File: src/rtl/reg_bus_master.sv
// Register-bus initiator: serialises host commands into single-cycle bus strobes and
// autonomously polls the latched-alarm register, writing observed alarm bits back to clear them.
module reg_bus_master #(
    parameter logic [15:0] POLL_ADDR    = 16'h0000,
    parameter int          POLL_PERIOD  = 100000,
    parameter int          READ_LATENCY = 1,
    parameter int          CNT_W        = 17
) (
    input  logic        clk,
    input  logic        rst,
    input  logic        cmd_valid,
    output logic        cmd_ready,
    input  logic        cmd_write,
    input  logic [15:0] cmd_addr,
    input  logic [15:0] cmd_wdata,
    output logic        rsp_valid,
    input  logic        rsp_ready,
    output logic [15:0] rsp_data,
    output logic        read_en,
    output logic        write_en,
    output logic [15:0] addr,
    output logic [15:0] data_out,
    input  logic [15:0] data_in,
    input  logic        poll_enable,
    output logic        alarm_event,
    output logic [11:0] alarm_bits
);

    localparam int WAIT_W = (READ_LATENCY > 1) ? $clog2(READ_LATENCY) : 1;
    localparam logic [WAIT_W-1:0] WAIT_LAST = WAIT_W'(READ_LATENCY - 1);
    localparam logic [CNT_W-1:0]  TIMER_LAST = CNT_W'(POLL_PERIOD - 1);

    typedef enum logic [2:0] {
        IDLE, CRD, CWAIT, CRSP, CWR, PRD, PWAIT, PCLR
    } state_e;

    state_e            state_q, state_d;
    logic [WAIT_W-1:0] wait_q, wait_d;
    logic [CNT_W-1:0]  timer_q, timer_d;
    logic              poll_due_q, poll_due_d;

    logic        read_en_q, read_en_d;
    logic        write_en_q, write_en_d;
    logic [15:0] addr_q, addr_d;
    logic [15:0] data_out_q, data_out_d;
    logic        rsp_valid_q, rsp_valid_d;
    logic [15:0] rsp_data_q, rsp_data_d;
    logic        alarm_event_q, alarm_event_d;
    logic [11:0] alarm_bits_q, alarm_bits_d;

    logic cmd_take;
    logic poll_start;
    logic wait_done;
    logic alarm_nz;

    // A command offered in IDLE always wins; a due poll only goes out on a command-free IDLE cycle.
    assign cmd_ready  = (state_q == IDLE) && !rst;
    assign cmd_take   = (state_q == IDLE) && cmd_valid;
    assign poll_start = (state_q == IDLE) && !cmd_valid && poll_due_q;
    assign wait_done  = (wait_q == WAIT_LAST);
    assign alarm_nz   = |data_in[11:0];

    // A wrap that coincides with a poll start re-arms poll_due, so at most one poll is ever owed.
    always_comb begin
        timer_d    = timer_q;
        poll_due_d = poll_due_q;
        if (!poll_enable) begin
            timer_d    = '0;
            poll_due_d = 1'b0;
        end else begin
            if (timer_q == TIMER_LAST) begin
                timer_d    = '0;
                poll_due_d = 1'b1;
            end else begin
                timer_d = timer_q + CNT_W'(1);
                if (poll_start) begin
                    poll_due_d = 1'b0;
                end
            end
        end
    end

    always_ff @(posedge clk or posedge rst) begin
        if (rst) begin
            state_q    <= IDLE;
            wait_q     <= '0;
            timer_q    <= '0;
            poll_due_q <= 1'b0;
        end else begin
            state_q    <= state_d;
            wait_q     <= wait_d;
            timer_q    <= timer_d;
            poll_due_q <= poll_due_d;
        end
    end

    always_comb begin
        state_d = state_q;
        wait_d  = wait_q;
        case (state_q)
            IDLE: begin
                wait_d = '0;
                if (cmd_take) begin
                    state_d = cmd_write ? CWR : CRD;
                end else if (poll_start) begin
                    state_d = PRD;
                end
            end
            CRD:   state_d = CWAIT;
            CWAIT: begin
                if (wait_done) begin
                    state_d = CRSP;
                end else begin
                    wait_d = wait_q + WAIT_W'(1);
                end
            end
            CRSP: begin
                if (rsp_ready) begin
                    state_d = IDLE;
                end
            end
            CWR:   state_d = IDLE;
            PRD:   state_d = PWAIT;
            PWAIT: begin
                if (wait_done) begin
                    state_d = alarm_nz ? PCLR : IDLE;
                end else begin
                    wait_d = wait_q + WAIT_W'(1);
                end
            end
            PCLR:    state_d = IDLE;
            default: state_d = IDLE;
        endcase
    end

    // Strobes default low each cycle; bus address/data and the response hold until overwritten.
    always_comb begin
        read_en_d     = 1'b0;
        write_en_d    = 1'b0;
        alarm_event_d = 1'b0;
        addr_d        = addr_q;
        data_out_d    = data_out_q;
        rsp_valid_d   = rsp_valid_q;
        rsp_data_d    = rsp_data_q;
        alarm_bits_d  = alarm_bits_q;
        case (state_q)
            IDLE: begin
                if (cmd_take) begin
                    addr_d     = cmd_addr;
                    read_en_d  = !cmd_write;
                    write_en_d = cmd_write;
                    if (cmd_write) begin
                        data_out_d = cmd_wdata;
                    end
                end else if (poll_start) begin
                    addr_d    = POLL_ADDR;
                    read_en_d = 1'b1;
                end
            end
            CWAIT: begin
                if (wait_done) begin
                    rsp_data_d  = data_in;
                    rsp_valid_d = 1'b1;
                end
            end
            CRSP: begin
                if (rsp_ready) begin
                    rsp_valid_d = 1'b0;
                end
            end
            PWAIT: begin
                if (wait_done && alarm_nz) begin
                    alarm_bits_d  = data_in[11:0];
                    alarm_event_d = 1'b1;
                    addr_d        = POLL_ADDR;
                    data_out_d    = {4'b0000, data_in[11:0]};
                    write_en_d    = 1'b1;
                end
            end
            default: ;
        endcase
    end

    always_ff @(posedge clk or posedge rst) begin
        if (rst) begin
            read_en_q     <= 1'b0;
            write_en_q    <= 1'b0;
            addr_q        <= '0;
            data_out_q    <= '0;
            rsp_valid_q   <= 1'b0;
            rsp_data_q    <= '0;
            alarm_event_q <= 1'b0;
            alarm_bits_q  <= '0;
        end else begin
            read_en_q     <= read_en_d;
            write_en_q    <= write_en_d;
            addr_q        <= addr_d;
            data_out_q    <= data_out_d;
            rsp_valid_q   <= rsp_valid_d;
            rsp_data_q    <= rsp_data_d;
            alarm_event_q <= alarm_event_d;
            alarm_bits_q  <= alarm_bits_d;
        end
    end

    assign read_en     = read_en_q;
    assign write_en    = write_en_q;
    assign addr        = addr_q;
    assign data_out    = data_out_q;
    assign rsp_valid   = rsp_valid_q;
    assign rsp_data    = rsp_data_q;
    assign alarm_event = alarm_event_q;
    assign alarm_bits  = alarm_bits_q;

endmodule

File: config.mk
export PLATFORM = sky130hd
export DESIGN_NAME = reg_bus_master
export DESIGN_NICKNAME = d
export VERILOG_FILES = /design/src/rtl/reg_bus_master.sv
export SDC_FILE = /design/constraint.sdc
export NUM_CORES = 1
export LEC_CHECK = 0
export CORE_UTILIZATION = 49
export DETAILED_ROUTE_END_ITERATION = 8
export PLACE_DENSITY = 0.84
export SYNTH_ARGS = -nofsm -noshare
export SYNTH_HDL_FRONTEND = slang
export SYNTH_SLANG_ARGS = --single-unit
File: constraint.sdc
create_clock -name clk -period 4.2 [get_ports clk]
set_clock_uncertainty 0.05 [all_clocks]
set_input_delay 0.42 -clock clk [delete_from_list [all_inputs] [get_ports clk]]
set_output_delay 0.42 -clock clk [all_outputs]
set_load 0.02 [all_outputs]
Fig. 1: run 1, M1 wires
Bar = 20 microns.
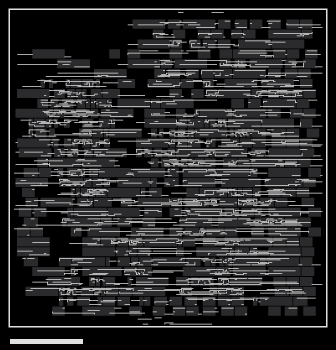
The layer holds 44% of the routed length. The wires run mostly horizontal. The layer carries 3920 microns of wire.

Fig. 2: run 1, M2 wires
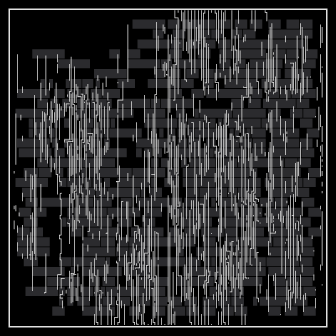
The layer carries 4310 microns of wire. The layer holds 48% of the routed length. The longest straight run is 43.5 microns. The wires run mostly vertical. 417 nets have wire on it.
M2 GR Usage: 40.3%
via count: 2881

==> impl_metrics.csv, run 1 <==
group,metric,value,unit
run_status,status,"finished, final reports clean",
global_routing,grt_most_used_layer,"met2",
routing,first_pass_iters,4,
global_routing,grt_pass1_wl,14.0,mm
logic_synthesis,postSynthAreaPerCell,12.0,sq um
setup_path,cp_slowest_cell,"or3_1",
final_layout,sh_seq_area,42.4,%
logic_synthesis,synth_top_flop_cell,"dfrtp_1",
power_and_ir_drop,ir_worst_vdd,0.373,mV
final_layout,syn_to_final_growth,42.1,%
logic_synthesis,synthAdderAreaFrac,0.355,%
die,taps,96,
power_and_ir_drop,pwr_density_cell,710,nW/um^2
global_routing,grt_pass1_vias,2790,
timing,period_minus_slack,2.73,ns
setup_path,crit_end,"cmd_ready",
setup_path,r2r-start,"state_q[0]",
global_routing,grt_use_total,24.7,%
logic_synthesis,yosysUniqueCellTypes,42,
logic_synthesis,ys.flops,85,
logic_synthesis,edf_count,0,
logic_synthesis,yosysCellCount,294,
job,tool_warnings,26,
final_layout,drive_above_1_share,12.7,%
final_layout,nets,466,
global_routing,met1_usage,33.2,%
setup_path,required,3.73,ns
final_layout,clock_area_share,4.44,%
final_layout,area_dominant_class,"flip-flops and latches",
global_routing,use_met3,5.69,%
final_layout,num-nonclk-inverters,2,
setup_path,rrSetupSlack,1.71,ns
final_layout,regArea,2130,sq um
logic_synthesis,ys_sh_aoi,12.9,%
final_layout,nClkBuffers,9,
global_routing,overflow,0,
final_layout,final-nonclk-buf-share,24.0,%
Fig. 3: run 1, the metal 3 layer
Bar = 20 microns.
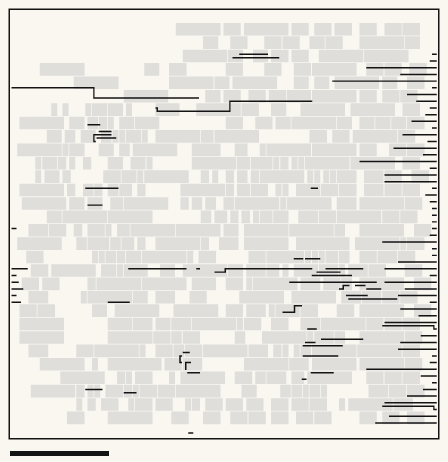
The layer holds 6.5% of the routed length. The wires run mostly horizontal.

==> run 1: sequential cells by signal, summed over array words and instances (netlist names) <==
name	flops
alarm_bits	12
timer_q	17
data_out	16
addr	16
rsp_data	16
read_en	1
poll_due_q	1
write_en	1
rsp_valid	1
alarm_event	1
state_q	3
==> run 1: kinds of logic after synthesis <==
| group | count (synthesis) |
|---|---|
| fa+ha+maj | 1 |
| mux | 17 |
| xor+xnor | 13 |
| buf+inv | 17 |
| flops | 85 |
| simple gates | 108 |
| compound gates | 53 |
==> run 1: Yosys cell counts (all sizes together), types with 3 or more instances <==
cell type and n:
nand4 6, clkbuf 11, mux2 16, buf 4, xor2 5, and4 3, a22o 20, dfrtp 85
xnor2 8, or4 4, o221a 12, or3 14, nor2 18, nor3 4, o21ai 9, a21oi 6
nand2 39, nand3 6
==> run 1: worst min path at each step <==
stage             startpoint       endpoint  slack, ns  cells after the start
5_1_grt              addr[0]        addr[0]       0.47                      1
4_1_cts        alarm_bits[6]  alarm_bits[6]       0.44                      2
3_3_place_gp   alarm_bits[7]  alarm_bits[7]       0.41                      2
6_report           rsp_valid      rsp_valid       0.44                      1
2_1_floorplan     timer_q[0]     timer_q[0]       0.40                      1
3_5_place_dp   alarm_bits[4]  alarm_bits[4]       0.41                      2
==> run 1: layout by cell type (no fill, tap or decap), types with 2 or more instances in the layout <==
| cell | Yosys | final |
|---|---|---|
| clkdlybuf4s50_1 | 0 | 118 |
| a22o_1 | 20 | 20 |
| nand2b_1 | 2 | 2 |
| or3_1 | 14 | 14 |
| or4_1 | 4 | 4 |
| bufinv_16 | 0 | 2 |
| nor4b_1 | 2 | 2 |
| clkinv_2 | 0 | 2 |
| buf_4 | 1 | 3 |
| nor4bb_1 | 2 | 2 |
| mux2_2 | 16 | 16 |
| dfrtp_1 | 85 | 85 |
| nor2_1 | 18 | 18 |
| xnor2_1 | 8 | 8 |
| nor3_1 | 4 | 4 |
| xor2_1 | 5 | 5 |
| clkbuf_8 | 0 | 9 |
| o221a_2 | 12 | 12 |
| nand3_1 | 6 | 6 |
| a21oi_1 | 6 | 6 |
| and4_1 | 3 | 3 |
| nand2_1 | 39 | 39 |
| o21ai_0 | 7 | 7 |
| nand4_1 | 6 | 6 |
| clkinv_4 | 0 | 2 |
| and2_1 | 2 | 2 |
==> run 1: per-stage QoR <==
stage	instance area (sq um)	total power, uW	cells	setup slack [ns]	hold slack [ns]
2_1_floorplan	3530	2170	294	1.54	0.405
4_1_cts	5010	3580	512	1.46	0.439
3_5_place_dp	4790	2930	496	1.31	0.411
6_report	5010	3560	512	1.47	0.438
3_3_place_gp	4790	2900	496	1.37	0.407
5_1_grt	5010	3740	512	1.36	0.465
==> run 1: report_power, final <==
part           internal [uW]  switching (uW)  total [uW]
Sequential              1120             185        1310
Clock                    338             302         640
Combinational            833             782        1620
Total                   2290            1270        3560
==> run 1: per-layer routing <==
layer	vias to the layer above	routed length [microns]
met3	11	575
met4	0	124
met1	1422	3920
met2	140	4310
li1	1308	-
met5	-	0
==> inputs of run 2 (changes only) <==
--- a/config.mk
+++ b/config.mk
@@ -5,9 +5,9 @@
 export SDC_FILE = /design/constraint.sdc
 export NUM_CORES = 1
 export LEC_CHECK = 0
-export CORE_UTILIZATION = 49
+export CORE_UTILIZATION = 45
 export DETAILED_ROUTE_END_ITERATION = 8
-export PLACE_DENSITY = 0.84
+export PLACE_DENSITY = 0.78
 export SYNTH_ARGS = -nofsm -noshare
 export SYNTH_HDL_FRONTEND = slang
 export SYNTH_SLANG_ARGS = --single-unit
==> constraint.sdc (replaced) <==
create_clock -name clk -period 2.55 [get_ports clk]
set_clock_uncertainty 0.05 [all_clocks]
set_input_delay 0.255 -clock clk [delete_from_list [all_inputs] [get_ports clk]]
set_output_delay 0.255 -clock clk [all_outputs]
set_load 0.02 [all_outputs]
Fig. 4: run 2, the metal 3 layer
Bar = 20 microns.
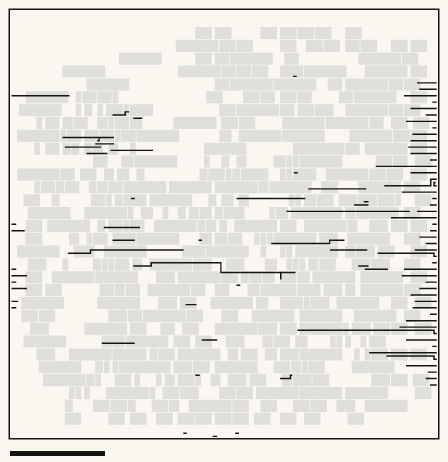
The wires run mostly horizontal. 78 nets have wire on it.
via count: 2853
WL final: 8.78 mm
met3 Use GR: 4.04%

==> impl_metrics.csv, run 2 <==
group,metric,value,unit
logic_synthesis,postSynthAreaPerCell,12.0,sq um
timing,whs,0.325,ns
die,dieWidth,90.6,microns
final_layout,most-common-layout-cells,"clkdlybuf4s50_1 (118), dfrtp_1 (85), nand2_1 (39), a22o_1 (20), nor2_1 (18)",
power_and_ir_drop,p_int,3910,uW
logic_synthesis,yosysCellCount,294,
setup_path,crit_arrival,2.01,ns
die,core,7410,sq um
routing,wl_per_cell,16.8,microns
run_status,status,"finished, final reports clean",
clock_network,cts-root-buf,"clkbuf_8",
logic_synthesis,top_cell,"dfrtp_1",
final_layout,finalInstanceArea,5110,sq um
die,chipArea,8200,sq um
power_and_ir_drop,swShare,34.8,%
global_routing,grt_use_total,23.3,%
global_routing,grt_antenna_before_repair,0,
logic_synthesis,synth_top_flop_cell,"dfrtp_1",
logic_synthesis,synthTopCellsByArea,"dfrtp_1 (60%), mux2_2 (5.1%), a22o_1 (5.0%), nand2_1 (4.1%), o221a_2 (3.8%)",
final_layout,largest_reg_flops,17,
job,tool_warnings,26,
logic_synthesis,top_area_cell,"dfrtp_1",
logic_synthesis,common_cells,"dfrtp_1 (85), nand2_1 (39), a22o_1 (20)",
logic_synthesis,yosys_warnings,0,
die,fp_util,47.6,%
job,drv_cap,0,
timing,finalHoldViolations,0,
placement,place_congestion,0.855,
logic_synthesis,yosysUniqueCellTypes,42,
placement,portBuffers,118,
routing,viasPerCell,5.47,
setup_path,required,2.25,ns
final_layout,regMostFlops,"timer_q",
setup_path,crit_fanout,9,
clock_network,clk_latency,0.35,ns
global_routing,grt_pass1_wl,15.1,mm
clock_network,path_clk_slew,0.08,ns
clock_network,postCtsHoldBufs,0,
clock_network,cts_setup_buffers,0,
logic_synthesis,top_cell_area_share,60.3,%
global_routing,grt_most_used_layer,"met2",
logic_synthesis,yosysChipArea,3530,sq um
logic_synthesis,ys_seq_share,60.3,%
global_routing,met1_usage,31.3,%
timing,period_minus_slack,2.31,ns
power_and_ir_drop,power_switching,2090,uW
timing,setup_viol_count_final,0,
placement,dp_hpwl,6.18,mm
power_and_ir_drop,power_frac_clock,19.2,%
power_and_ir_drop,pwr_density_cell,1170,nW/um^2
global_routing,grt_pass1_vias,2914,
logic_synthesis,netlist_instances,294,
min_path,hold_class,"input port to asynchronous set/reset pin",
final_layout,mostFrequentLayoutCell,"clkdlybuf4s50_1",
final_layout,syn_to_final_growth,44.7,%
final_layout,n_antenna_cell,0,
final_layout,nets,473,
power_and_ir_drop,seq_power_share,36.0,%
global_routing,overflow,0,
logic_synthesis,synthesis.area,3530,sq um
logic_synthesis,edf_count,0,
global_routing,use_met2,37.2,%
global_routing,grt_start_max_net_pins,86,
timing,rsz0062_at_grt,"no",
logic_synthesis,ys.flops,85,
clock_network,clk_path_buf_depth,2,
power_and_ir_drop,ir_worst_vdd,0.546,mV
power_and_ir_drop,p_comb_share,44.9,%
final_layout,drive_above_1_share,14.2,%
routing,detail-route-antenna-nets,0,
routing,first_pass_iters,4,
logic_synthesis,syn_nets,349,
placement,placed_cell_area,4860,sq um
clock_network,htree_num_levels,3,
power_and_ir_drop,power.leakage,0.00215,uW
clock_network,cts_tree,"yes",
## run 2: power groups by stage
stage,Clock (uW),Combinational (uW),Sequential [uW]
floorplan,0,870,2700
global placement,0,2660,2170
detailed placement,0,2700,2180
CTS,1170,2710,2160
global route,1220,2860,2230
finish,1150,2690,2160
## run 2: cell families after synthesis
family                     count (synthesis)  synth area share [%]
xor gates and xnor gates                  13                  3.23
buffers and inverters                     17                  1.99
muxes                                     17                  5.39
AOI/OAI and AO/OA                         53                  12.9
adders and majority gates                  1                 0.355
DFF                                       85                  60.3
and+or+nand+nor                          108                  15.8
## run 2: per-stage QoR
| stage | setup WS, ns | util [%] | std cells | TNS [ns] | power (uW) |
|---|---|---|---|---|---|
| finish | 0.237 | 68.9 | 522 | 0 | 6000 |
| global route | 0.176 | 68.9 | 522 | 0 | 6310 |
| CTS | 0.242 | 68.9 | 522 | 0 | 6040 |
| detailed placement | -0.0289 | 65.6 | 506 | -0.316 | 4880 |
| global placement | 0.0943 | 65.6 | 506 | 0 | 4830 |
| floorplan | 0.0515 | - | 294 | 0 | 3570 |
## run 2: critical path: stages, from the launching register on
cell and delay (ns):
dfrtp_1 0.47, or3_1 0.45, nor2_1 0.12, clkdlybuf4s50_1 0.62
## run 2: routing by layer
metal	part of all wire (%)	up-vias	routed length [microns]
li1	-	1318	-
met1	45	1406	3970
met2	46	109	4080
met3	5.6	20	494
met4	2.7	0	240
met5	0	-	0
## run 2: final cells by class
class                      instances  area [sq um]  share of cell area, %
timing repair buffer             128          1270                   24.8
tap                               99           124                   2.43
sequential                        85          2130                   41.7
multi-input combinational        192          1330                   26.1
inverter                           2          8.76                  0.172
clock buffer                       9           124                   2.43
clock inverter                     7           123                   2.40
## run 2: worst paths after layout
kind / from / end / slack (ns) / cells past startpoint
worst max-delay path: state_q[0] / cmd_ready / 0.24 / 3
worst min-delay path: rst / rsp_data[14] / 0.32 / 3
worst max register to register: state_q[0] / addr[4] / 0.55 / 5
worst min register to register: alarm_bits[5] / alarm_bits[5] / 0.43 / 2
max in group asynchronous: rst / data_out[2] / 1.79 / 3
min in group clk: cmd_wdata[12] / data_out[12] / 0.42 / 3
==> inputs of run 3 (changes only) <==
--- a/config.mk
+++ b/config.mk
@@ -5,6 +5,7 @@
 export SDC_FILE = /design/constraint.sdc
 export NUM_CORES = 1
 export LEC_CHECK = 0
+export CORE_MARGIN = 1.5
 export CORE_UTILIZATION = 45
 export DETAILED_ROUTE_END_ITERATION = 8
 export PLACE_DENSITY = 0.78
Fig. 5: run 3, M2 wires
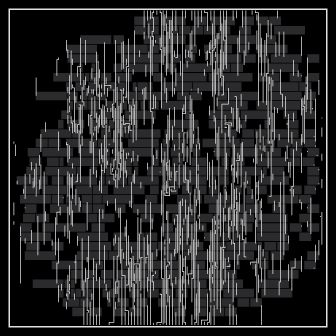
The layer carries 4060 microns of wire. The wires run mostly vertical. The longest straight run is 37.7 microns. 413 nets have wire on it. The layer holds 47% of the routed length.
M2 GR Usage: 33.7%
via count: 2832
WL final: 8.67 mm

==> impl_metrics.csv, run 3 <==
group,metric,value,unit
global_routing,grt_pass1_wl,14.4,mm
power_and_ir_drop,p_int,3730,uW
setup_path,critical_path.max_stage_delay,0.61,ns
logic_synthesis,postSynthAreaPerCell,12.0,sq um
global_routing,overflow,0,
power_and_ir_drop,swShare,36.0,%
routing,first_pass_iters,4,
die,fp_util,46.1,%
setup_path,crit_chain,"or3_1 > nor2_1 > clkdlybuf4s50_1",
logic_synthesis,top_cell,"dfrtp_1",
logic_synthesis,top_area_cell,"dfrtp_1",
logic_synthesis,yosys_warnings,0,
final_layout,nets,472,
job,drv_cap,0,
power_and_ir_drop,ir_worst_vdd,0.636,mV
timing,fin_setup_tns,0,ns
setup_path,required,2.25,ns
routing,detail-route-antenna-nets,0,
logic_synthesis,ys.flops,85,
placement,place_congestion,0.823,
final_layout,mostFrequentLayoutCell,"clkdlybuf4s50_1",
timing,finalHoldViolations,0,
global_routing,grt_pass1_vias,2830,
timing,period_minus_slack,2.31,ns
clock_network,cts_tree,"yes",
global_routing,grt_start_max_net_pins,48,
logic_synthesis,synthesis.area,3530,sq um
clock_network,clk_latency,0.35,ns
job,tool_warnings,26,
final_layout,n_antenna_cell,0,
logic_synthesis,common_cells,"dfrtp_1 (85), nand2_1 (39), a22o_1 (20)",
final_layout,largest_reg_flops,17,
power_and_ir_drop,power_frac_clock,17.0,%
logic_synthesis,yosysCellCount,294,
logic_synthesis,synthTopCellsByArea,"dfrtp_1 (60%), mux2_2 (5.1%), a22o_1 (5.0%), nand2_1 (4.1%), o221a_2 (3.8%)",
clock_network,clk_path_buf_depth,2,
setup_path,crit_arrival,2.00,ns
logic_synthesis,ys_seq_share,60.3,%
run_status,status,"finished, final reports clean",
logic_synthesis,edf_count,0,
die,dieWidth,91.6,microns
global_routing,grt_antenna_before_repair,0,
placement,dp_hpwl,6.09,mm
timing,layout_setup_ws,0.244,ns
logic_synthesis,syn_nets,349,
final_layout,regMostFlops,"timer_q",
clock_network,cts-root-buf,"clkbuf_8",
clock_network,postCtsHoldBufs,0,
power_and_ir_drop,pwr_density_cell,1150,nW/um^2
global_routing,grt_use_total,22.0,%
final_layout,regArea,2130,sq um
power_and_ir_drop,power.leakage,0.00212,uW
placement,pre_cts_ws,0.0155,ns
logic_synthesis,yosysUniqueCellTypes,42,
clock_network,cts_setup_buffers,0,
final_layout,most-common-layout-cells,"clkdlybuf4s50_1 (118), dfrtp_1 (85), nand2_1 (39), a22o_1 (20), nor2_1 (18)",
logic_synthesis,yosysChipArea,3530,sq um
placement,portBuffers,118,
routing,viasPerCell,5.40,
power_and_ir_drop,seq_power_share,37.1,%
setup_path,cp_slowest_cell,"clkdlybuf4s50_1",
logic_synthesis,netlist_instances,294,
timing,setup_viol_count_final,0,
clock_network,htree_num_levels,3,
logic_synthesis,top_cell_area_share,60.3,%
power_and_ir_drop,p_comb_share,45.8,%
die,core,7650,sq um
timing,rsz0062_at_grt,"no",
final_layout,syn_to_final_growth,43.5,%
-- run 3: cell type report --
| class | instances | share of cell area [%] |
|---|---|---|
| Tap cell | 102 | 2.52 |
| Multi-Input combinational cell | 192 | 26.3 |
| Inverter | 2 | 0.173 |
| Timing Repair Buffer | 127 | 24.9 |
| Sequential cell | 85 | 42.0 |
| Clock inverter | 6 | 1.41 |
| Clock buffer | 10 | 2.72 |
-- run 3: stage by stage --
stage	total power (uW)	hold WS (ns)	cell area (sq um)	std cells
2_1_floorplan	3570	0.310	3530	294
3_3_place_gp	4810	0.414	4860	508
3_5_place_dp	4870	0.419	4860	508
4_1_cts	5860	0.102	5060	524
5_1_grt	6120	0.138	5060	524
6_report	5820	0.104	5060	524
-- run 3: logic make-up (layout without fill, tap and decap cells) --
kind of cell             after synthesis  in the layout  synth area share [%]
AND/OR/NAND/NOR                      108            108                  15.8
flip-flops                            85             85                  60.3
AND-OR/OR-AND                         53             53                  12.9
multiplexers                          17             17                  5.39
buffers and inverters                 17            145                  1.99
XOR/XNOR                              13             13                  3.23
adder cells (fa/ha/maj)                1              1                 0.355
-- run 3: path summary, 6_finish.rpt --
check | from | end | slack [ns] | cells after the start
min reg2reg | alarm_bits[1] | alarm_bits[1] | 0.43 | 2
min | rst | rsp_data[12] | 0.10 | 2
max in group asynchronous | rst | rsp_data[9] | 1.75 | 3
min in group clk | cmd_wdata[14] | data_out[14] | 0.41 | 3
max reg2reg | state_q[0] | addr[9] | 0.51 | 5
max | state_q[0] | cmd_ready | 0.24 | 3
-- run 3: worst max-delay path: cells and delay by family (launching register included) --
family | cells | cell delay, ns
buf+inv | 1 | 0.61
flops | 1 | 0.47
simple gates | 2 | 0.56
-- run 3: layer usage --
layer | vias up | track usage, % | part of all wire, %
met1 | 1413 | 31.3 | 46
met5 | - | 0 | 0
li1 | 1319 | - | -
met3 | 16 | 4.19 | 5.0
met2 | 84 | 33.7 | 47
met4 | 0 | 7.94 | 1.8
-- run 3: power by group through the flow --
stage | logic, uW | registers, uW | clock network, uW
4_1_cts | 2690 | 2160 | 999
6_report | 2670 | 2160 | 993
3_3_place_gp | 2640 | 2170 | 0
3_5_place_dp | 2680 | 2190 | 0
5_1_grt | 2830 | 2230 | 1060
2_1_floorplan | 870 | 2700 | 0

==> screenshots <==
Register map, names as in the netlist.
Other sequential cells in the stronger gray, the rest of the logic in the fainter gray.
(a)
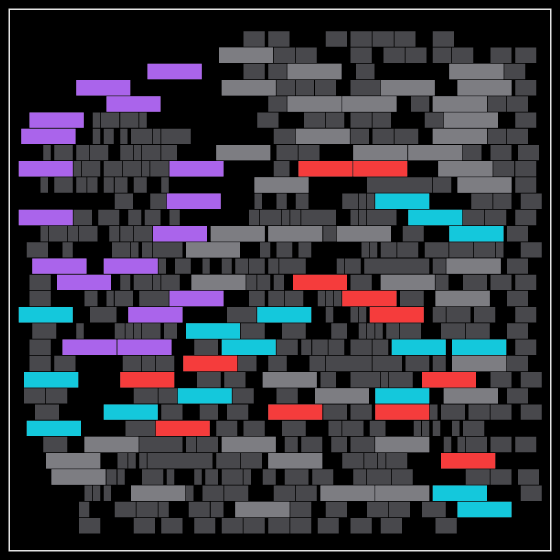
(b)
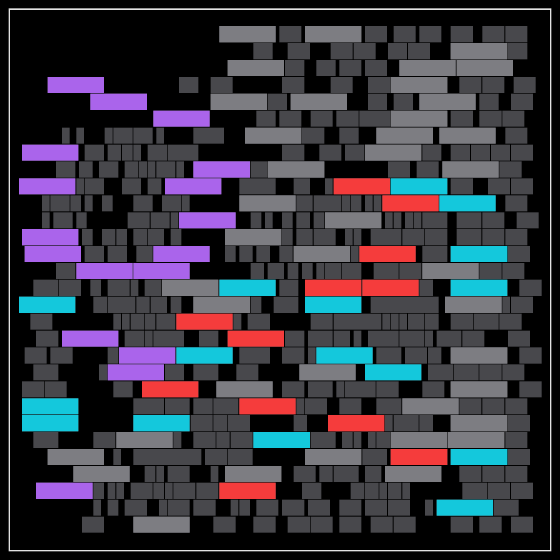
(c)
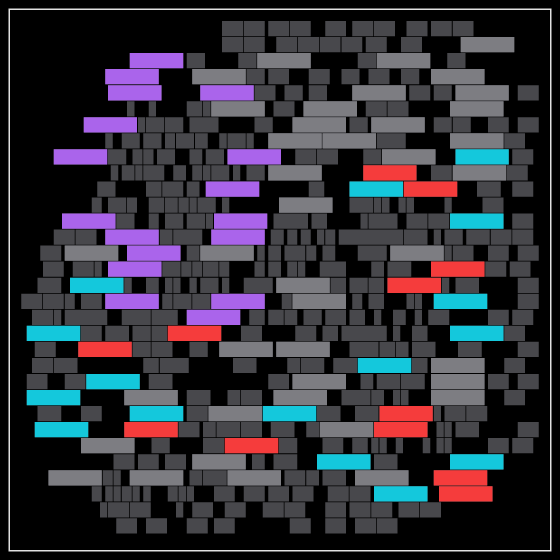
- (a) = run 2
- (b) = run 1
- (c) = run 3

Key to (c):
Red shows `alarm_bits`, flops 12. Cyan shows `rsp_data`, flops 16. Purple shows `timer_q`, flops 17.
Another 40 sequential cells are not colored.

No activity file was given, so power comes from the tool's default toggle rates.
